$ cat config.mk
export PLATFORM = sky130hd
export DESIGN_NAME = data_mem_interface
export DESIGN_NICKNAME = d
export VERILOG_FILES = /design/src/rtl/data_mem_interface.sv
export SDC_FILE = /design/constraint.sdc
export NUM_CORES = 1
export LEC_CHECK = 0
export CORE_MARGIN = 1
export CORE_UTILIZATION = 43
export CTS_CLUSTER_SIZE = 8
export DETAILED_ROUTE_END_ITERATION = 6
export PLACE_DENSITY = 0.9
export SLEW_MARGIN = 5
export SYNTH_ARGS = -nofsm -noshare
export SYNTH_HDL_FRONTEND = slang
export SYNTH_SLANG_ARGS = --single-unit
$ cat constraint.sdc
create_clock -name clk -period 2.05 [get_ports clk]
set_input_delay 0.41 -clock clk [delete_from_list [all_inputs] [get_ports clk]]
set_output_delay 0.41 -clock clk [all_outputs]
set_load 0.005 [all_outputs]
$ cat src/rtl/data_mem_interface.sv
// data_mem_interface: load/store stage between control_unit and a word-wide data memory.
// Optional macro DMEM_TIMEOUT_EN aborts a stalled bus access with err after TIMEOUT_CYCLES waits.
module data_mem_interface #(
    parameter int ADDR_W         = 32,
    parameter int TIMEOUT_CYCLES = 16
) (
    input  logic              clk,
    input  logic              rst,
    input  logic              rd_en,
    input  logic              wr_en,
    input  logic [ADDR_W-1:0] addr,
    input  logic [31:0]       mem_write,
    input  logic [1:0]        size,
    input  logic              ld_unsigned,
    output logic [31:0]       mem_read,
    output logic              done,
    output logic              err,
    output logic              busy,
    output logic              bus_req,
    output logic              bus_we,
    output logic [ADDR_W-1:0] bus_addr,
    output logic [3:0]        bus_be,
    output logic [31:0]       bus_wdata,
    input  logic              bus_ready,
    input  logic [31:0]       bus_rdata
);

    typedef enum logic [1:0] {IDLE, ACCESS, RESP} state_t;

    state_t            state, state_nxt;
    logic [1:0]        lo_q, lo_nxt;
    logic [1:0]        size_q, size_nxt;
    logic              uns_q, uns_nxt;
    logic              we_q, we_nxt;
    logic [31:0]       mem_read_nxt;
    logic              done_nxt, err_nxt, busy_nxt;
    logic              bus_req_nxt, bus_we_nxt;
    logic [ADDR_W-1:0] bus_addr_nxt;
    logic [3:0]        bus_be_nxt;
    logic [31:0]       bus_wdata_nxt;
    logic              illegal;

`ifdef DMEM_TIMEOUT_EN
    localparam int CNT_W = $clog2(TIMEOUT_CYCLES + 1);
    logic [CNT_W-1:0] wait_cnt, wait_cnt_nxt;
`endif

    function automatic logic [3:0] lane_be(input logic [1:0] sz, input logic [1:0] lo);
        case (sz)
            2'b00:   lane_be = 4'b0001 << lo;
            2'b01:   lane_be = lo[1] ? 4'b1100 : 4'b0011;
            default: lane_be = 4'b1111;
        endcase
    endfunction

    function automatic logic [31:0] lane_wdata(input logic [1:0] sz, input logic [31:0] d);
        case (sz)
            2'b00:   lane_wdata = {4{d[7:0]}};
            2'b01:   lane_wdata = {2{d[15:0]}};
            default: lane_wdata = d;
        endcase
    endfunction

    function automatic logic [31:0] load_extend(input logic [31:0] rdata, input logic [1:0] sz,
                                                input logic [1:0] lo, input logic uns);
        logic [7:0]  b;
        logic [15:0] h;
        b = rdata[{lo, 3'b000} +: 8];
        h = rdata[{lo[1], 4'b0000} +: 16];
        case (sz)
            2'b00:   load_extend = {{24{~uns & b[7]}}, b};
            2'b01:   load_extend = {{16{~uns & h[15]}}, h};
            default: load_extend = rdata;
        endcase
    endfunction

    always_ff @(posedge clk or negedge rst) begin
        if (!rst) begin
            state     <= IDLE;
            lo_q      <= 2'b00;
            size_q    <= 2'b00;
            uns_q     <= 1'b0;
            we_q      <= 1'b0;
            mem_read  <= 32'd0;
            done      <= 1'b0;
            err       <= 1'b0;
            busy      <= 1'b0;
            bus_req   <= 1'b0;
            bus_we    <= 1'b0;
            bus_addr  <= '0;
            bus_be    <= 4'd0;
            bus_wdata <= 32'd0;
`ifdef DMEM_TIMEOUT_EN
            wait_cnt  <= '0;
`endif
        end else begin
            state     <= state_nxt;
            lo_q      <= lo_nxt;
            size_q    <= size_nxt;
            uns_q     <= uns_nxt;
            we_q      <= we_nxt;
            mem_read  <= mem_read_nxt;
            done      <= done_nxt;
            err       <= err_nxt;
            busy      <= busy_nxt;
            bus_req   <= bus_req_nxt;
            bus_we    <= bus_we_nxt;
            bus_addr  <= bus_addr_nxt;
            bus_be    <= bus_be_nxt;
            bus_wdata <= bus_wdata_nxt;
`ifdef DMEM_TIMEOUT_EN
            wait_cnt  <= wait_cnt_nxt;
`endif
        end
    end

    assign illegal = (rd_en & wr_en) || (size == 2'b11) ||
                     (size == 2'b01 && addr[0]) || (size == 2'b10 && addr[1:0] != 2'b00);

    always_comb begin
        state_nxt     = state;
        lo_nxt        = lo_q;
        size_nxt      = size_q;
        uns_nxt       = uns_q;
        we_nxt        = we_q;
        mem_read_nxt  = mem_read;
        done_nxt      = 1'b0;
        err_nxt       = 1'b0;
        busy_nxt      = busy;
        bus_req_nxt   = bus_req;
        bus_we_nxt    = bus_we;
        bus_addr_nxt  = bus_addr;
        bus_be_nxt    = bus_be;
        bus_wdata_nxt = bus_wdata;
`ifdef DMEM_TIMEOUT_EN
        wait_cnt_nxt  = wait_cnt;
`endif
        case (state)
            IDLE: begin
                if (rd_en | wr_en) begin
                    busy_nxt = 1'b1;
                    lo_nxt   = addr[1:0];
                    size_nxt = size;
                    uns_nxt  = ld_unsigned;
                    we_nxt   = wr_en;
                    if (illegal) begin
                        err_nxt   = 1'b1;
                        state_nxt = RESP;
                    end else begin
                        // Bus outputs are launched from the capture edge so bus_req appears one cycle later.
                        state_nxt     = ACCESS;
                        bus_req_nxt   = 1'b1;
                        bus_we_nxt    = wr_en;
                        bus_addr_nxt  = {addr[ADDR_W-1:2], 2'b00};
                        bus_be_nxt    = lane_be(size, addr[1:0]);
                        bus_wdata_nxt = wr_en ? lane_wdata(size, mem_write) : 32'd0;
`ifdef DMEM_TIMEOUT_EN
                        wait_cnt_nxt  = '0;
`endif
                    end
                end
            end
            ACCESS: begin
                if (bus_ready) begin
                    if (!we_q) mem_read_nxt = load_extend(bus_rdata, size_q, lo_q, uns_q);
                    done_nxt      = 1'b1;
                    state_nxt     = RESP;
                    bus_req_nxt   = 1'b0;
                    bus_we_nxt    = 1'b0;
                    bus_be_nxt    = 4'd0;
                    bus_wdata_nxt = 32'd0;
                end
`ifdef DMEM_TIMEOUT_EN
                else if (wait_cnt == CNT_W'(TIMEOUT_CYCLES)) begin
                    err_nxt       = 1'b1;
                    state_nxt     = RESP;
                    bus_req_nxt   = 1'b0;
                    bus_we_nxt    = 1'b0;
                    bus_be_nxt    = 4'd0;
                    bus_wdata_nxt = 32'd0;
                end else begin
                    wait_cnt_nxt = wait_cnt + CNT_W'(1);
                end
`endif
            end
            RESP: begin
                busy_nxt  = 1'b0;
                state_nxt = IDLE;
            end
            default: state_nxt = IDLE;
        endcase
    end

endmodule

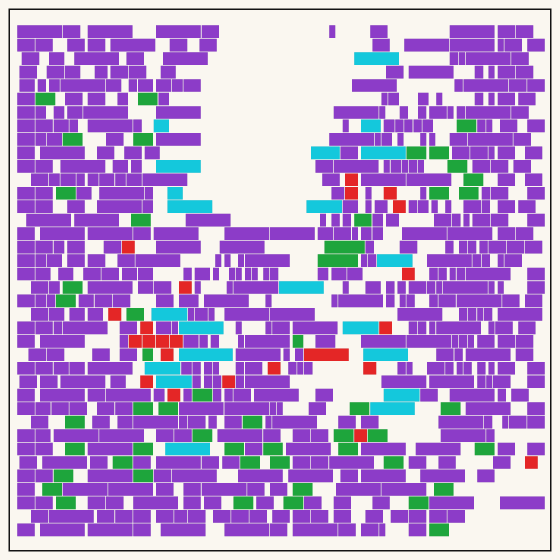
(run_1/sizes.png)
legend:
  green:
    size: _2 cells
    cells: 51
    share: 7.8%
    most_used: mux2_2
  cyan:
    size: _6 and larger
    cells: 21
    share: 3.2%
    most_used: clkbuf_16
  red:
    size: _3 and _4 cells
    cells: 23
    share: 3.5%
    most_used: buf_4
  purple:
    size: _0 and _1 cells
    cells: 558
    share: 85%
    most_used: clkdlybuf4s50_1

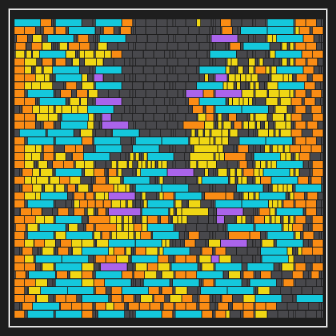
(run_1/placement_by_type.png)
Fill, decap, tap and diode cells in grey.
legend:
  cyan:
    class: sequential cells
    cells: 111
    share_of_their_area: 37%
  purple:
    class: clock drivers and dummy loads
    cells: 16
    share_of_their_area: 4.2%
  orange:
    class: remaining buffers and delay cells
    cells: 232
    share_of_their_area: 31%
  yellow:
    class: combinational and other logic
    cells: 294
    share_of_their_area: 27%

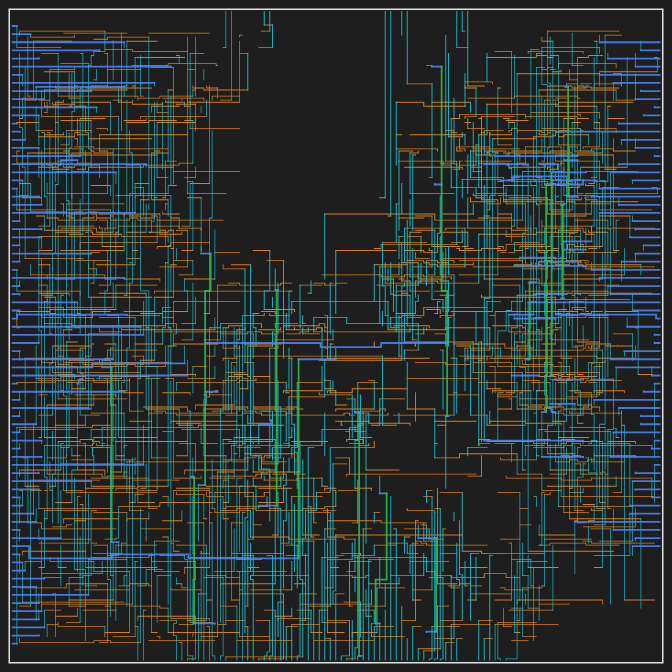
(run_1/wires.png)
legend:
  green:
    layer: metal 4
    wire_length: 421 um
  cyan:
    layer: metal 2
    wire_length: 7,620 um
  blue:
    layer: metal 3
    wire_length: 1,280 um
  orange:
    layer: metal 1
    wire_length: 5,940 um

==> summary.txt, run 1 <==
Notes on the flow run.

- The flow ran to the end, and the final reports show no timing, DRC or antenna violations.
- Synthesis inferred 111 register bits.
- The final sequential cell count is 111, for reference.
- The global routing stage identified its most utilized layer as met2.
- In the layout the commonest cells are clkdlybuf4s50_1, dfrtp_1, mux2_2.
- The area of the multi-input gates is 0.00200 mm^2, for reference.
- The met1 routed wirelength after detailed routing is 5.94 mm, for reference.
- The final setup violation count is 0, for reference.
- The via count of the first global-routing pass is 4,625, for reference.
- The placed instance count is 777, for reference.
- The share of total power dissipated in sequential elements is 39.4%.
- The most common flop cell mapped by yosys is dfrtp_1, for reference.
- Per the final timing report, the hold violations number 0.
- The worst VDD IR drop from the latest analysis is 0.853 mV.
- The total placed instance area is 0.00732 mm^2, for reference.
- The number of antenna violations at the first check in global routing was 0.
- The endpoint kind of the worst setup timing path is a flip-flop, for reference.
- The post-layout period usage of the worst path is 93.8%, for reference.
- In the finished layout, the clock tree contains a buffer count of 9.
- The fraction of area in clock buffers and inverters is 4.13%, for reference.
- For the worst setup path, the data required time is 2.29 ns.
- The depth of the critical timing path with buffers and inverters included is 5, for reference.
- Summing all flip-flop and latch instances after layout gives 0.00278 mm^2.
- The cell-mix breakdown from Yosys lists the XOR/XNOR area share as 0.178%.
- The repair_antennas step left the layout with diodes totalling 0.
- The leakage power summed over all cells is 3.24 nW, for reference.
- The maximum root-to-sink buffer count is 2, for reference.
- The critical path in the final layout is reported with a setup slack of 0.127 ns.
- Once the clock tree was built, the resizer swapped 0 gates to a different size.
- The logic share of the area is 26.2%, for reference.
- Global routing used 30.2% of the available met1 tracks.
- The final setup skew is 0.0125 ns, for reference.
- The chip occupies 0.0119 mm^2.
- The slew check shows that the tightest pin keeps a relative margin of 64.1%.
- The vertical die size is 109 um, for reference.
- The layout report gives the register share of total cell area as 36.4%.
## Run 2: what changed since run 1
--- a/config.mk
+++ b/config.mk
@@ -9,7 +9,8 @@
 export CORE_UTILIZATION = 43
 export CTS_CLUSTER_SIZE = 8
 export DETAILED_ROUTE_END_ITERATION = 6
-export PLACE_DENSITY = 0.9
+export PLACE_DENSITY = 0.81
+export SKIP_LAST_GASP = 1
 export SLEW_MARGIN = 5
 export SYNTH_ARGS = -nofsm -noshare
 export SYNTH_HDL_FRONTEND = slang
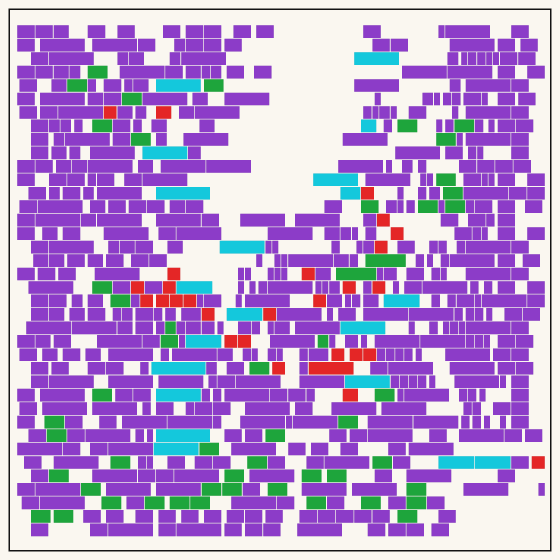
(run_2/sizes.png)
legend:
  purple:
    size: _0 and _1 cells
    cells: 558
    share: 85%
    most_used: clkdlybuf4s50_1
  cyan:
    size: _6 and larger
    cells: 20
    share: 3.0%
    most_used: clkbuf_16
  red:
    size: _3 and _4 cells
    cells: 28
    share: 4.3%
    most_used: buf_4
  green:
    size: _2 cells
    cells: 51
    share: 7.8%
    most_used: mux2_2

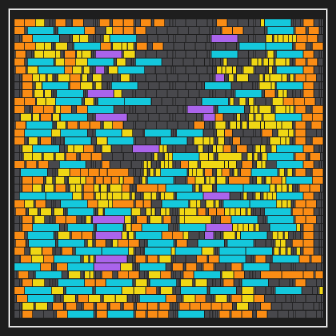
(run_2/placement_by_type.png)
Fill, decap, tap and diode cells in grey.
legend:
  yellow:
    class: combinational and other logic
    cells: 294
    share_of_their_area: 27%
  cyan:
    class: sequential cells
    cells: 111
    share_of_their_area: 37%
  purple:
    class: clock drivers and dummy loads
    cells: 16
    share_of_their_area: 4.7%
  orange:
    class: remaining buffers and delay cells
    cells: 236
    share_of_their_area: 31%

==> run 2 against run 1 <==
  * First-iteration DRC count rose by 8.9%
  * Non-clock buffer count grew 4
  * Synthesized cell count did not move
  * Critical path depth rose by 1
  * Die area did not move
  * Via count down 0.43%
  * Flip-flop count unchanged
  * Register-to-register slack better by 0.07 ns
  * Global-route usage shrank 0.48 points
  * Routed wire length is 3.0% lower
  * Critical path type unchanged
  * Largest cell class unchanged
==> summary.txt, run 2 <==
Notes on the flow run.

- The run finished with clean final reports.
- The portion of total power attributed to sequential cells came to 38.0% (-1.4 points).
- The area used by sequential logic in the layout was 0.00278 mm^2 (unchanged).
- At the end of the flow, the number of nets in the layout was 756.
- The most utilized layer in the global route result is met2, for reference.
- The cell taking the most area after synthesis is dfrtp_1, for reference.
- The met1 usage was 30.2% (+0.052 points).
- The count of library flops with an enable pin is 0, for reference.
- The count of buffering cells on the critical path with inverters included is 2, for reference.
- The final worst slack came to 0.228 ns (+0.102 ns).
- The cts-stage hold buffer count is 0, for reference.
- The final setup violation count is 0 (unchanged), for reference.
- The flip-flop and latch count after synthesis is 111 (unchanged).
- The final-layout clock buffer total is 9 (unchanged), for reference.
- The data required time at the worst endpoint was 2.29 ns (about the same).
- The total placed instance area is 0.00734 mm^2 (+0.24%), for reference.
- The final setup skew is 0.00988 ns (-0.00265 ns), for reference.
- The xor and xnor area share after synthesis is 0.178% (unchanged), for reference.
- The post-layout period usage of the worst path is 88.9% (-5.0 points).
- For reference, the top logic cell family by area is AND-OR/OR-AND gates.
- The antenna diode count is 0 (unchanged), for reference.
- The count of final hold-check violations came to 0 (unchanged).
- Per the repair_timing log after CTS, setup buffers inserted total 0.
- The final sequential cell count is 111 (unchanged), for reference.
- Per the post-route antenna check, the number of violating nets is 0.
- The fraction of standard cell area that is sequential was 36.1% (-0.26 points).
- Leaving out fill and tap cells, the most frequent cells in the layout are clkdlybuf4s50_1, dfrtp_1, mux2_2.
- The depth of the critical timing path with buffers and inverters included is 6 (+1), for reference.
- The endpoint kind of the worst setup timing path is a flip-flop, for reference.
- The transition at the pin with the smallest max-transition slack is 0.609 ns, for reference.
- The number of gates resized after cts is 0 (unchanged).
- The area of the chip is 0.0119 mm^2 (unchanged), for reference.
- The number of cell instances after yosys synthesis is 436, for reference.
- The number of non-filler instances in the completed layout is 797, for reference.
- The placed instance count came to 781 (+0.51%).
- The worst supply voltage drop on vdd is 0.735 mV (-14%), for reference.
- The relative max-transition margin is 59.3% (-4.8 points), for reference.
- The leakage power summed over all cells came to 3.28 nW (+1.3%).
- The fraction of area in clock buffers and inverters was 4.59% (+0.46 points).
- On the worst path, the slowest cell contributes a delay of 0.47 ns.
- The met1 routed wirelength after detailed routing is 5.73 mm (-3.7%).
- The number of antenna violations at the first check in global routing was 0 (unchanged).
- The combinational gate count is 288, for reference.
- The fraction of power consumed by the clock network is 20.3%, for reference.
- Global routing used 25.9% of the available tracks.
- The via count of the first global-routing pass came to 4,474 (-3.3%).
- The most common flop cell mapped by yosys is dfrtp_1, for reference.
- The vertical die size is 109 um (unchanged), for reference.
- In the final design, more cell area goes to flip-flops and latches than to any other class.
- The logic share of the area was 26.0% (-0.19 points).
- The maximum root-to-sink buffer count is 2 (unchanged), for reference.
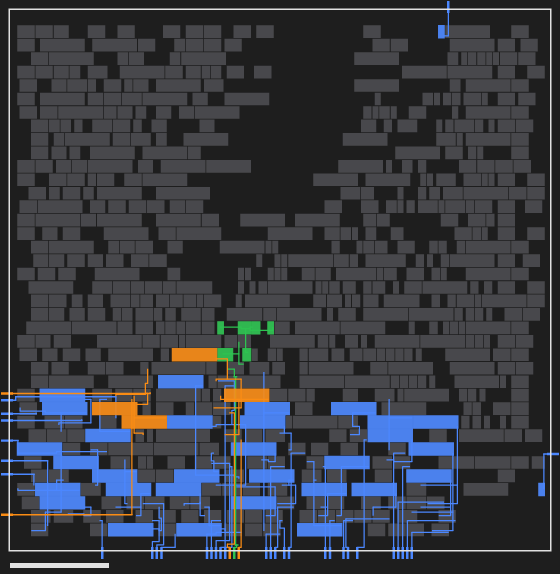
(run_2/io_fan.png)
The bar under the picture is 20 um long.
legend:
  orange:
    port: bus_be
    bits: 4
    direction: output
    edge: 2 left, 2 bottom
    end_cells: 4
    buffers: 4
    wire: 204 um
  blue:
    port: bus_addr
    bits: 32
    direction: output
    edge: 24 bottom, 6 left, 1 right, 1 top
    end_cells: 32
    buffers: 30
    wire: 921 um
  green:
    port: rd_en
    bits: 1
    direction: input
    edge: bottom
    end_cells: 6
    buffers: 2
    wire: 65.2 um

No activity file was given, so power comes from the tool's default toggle rates.
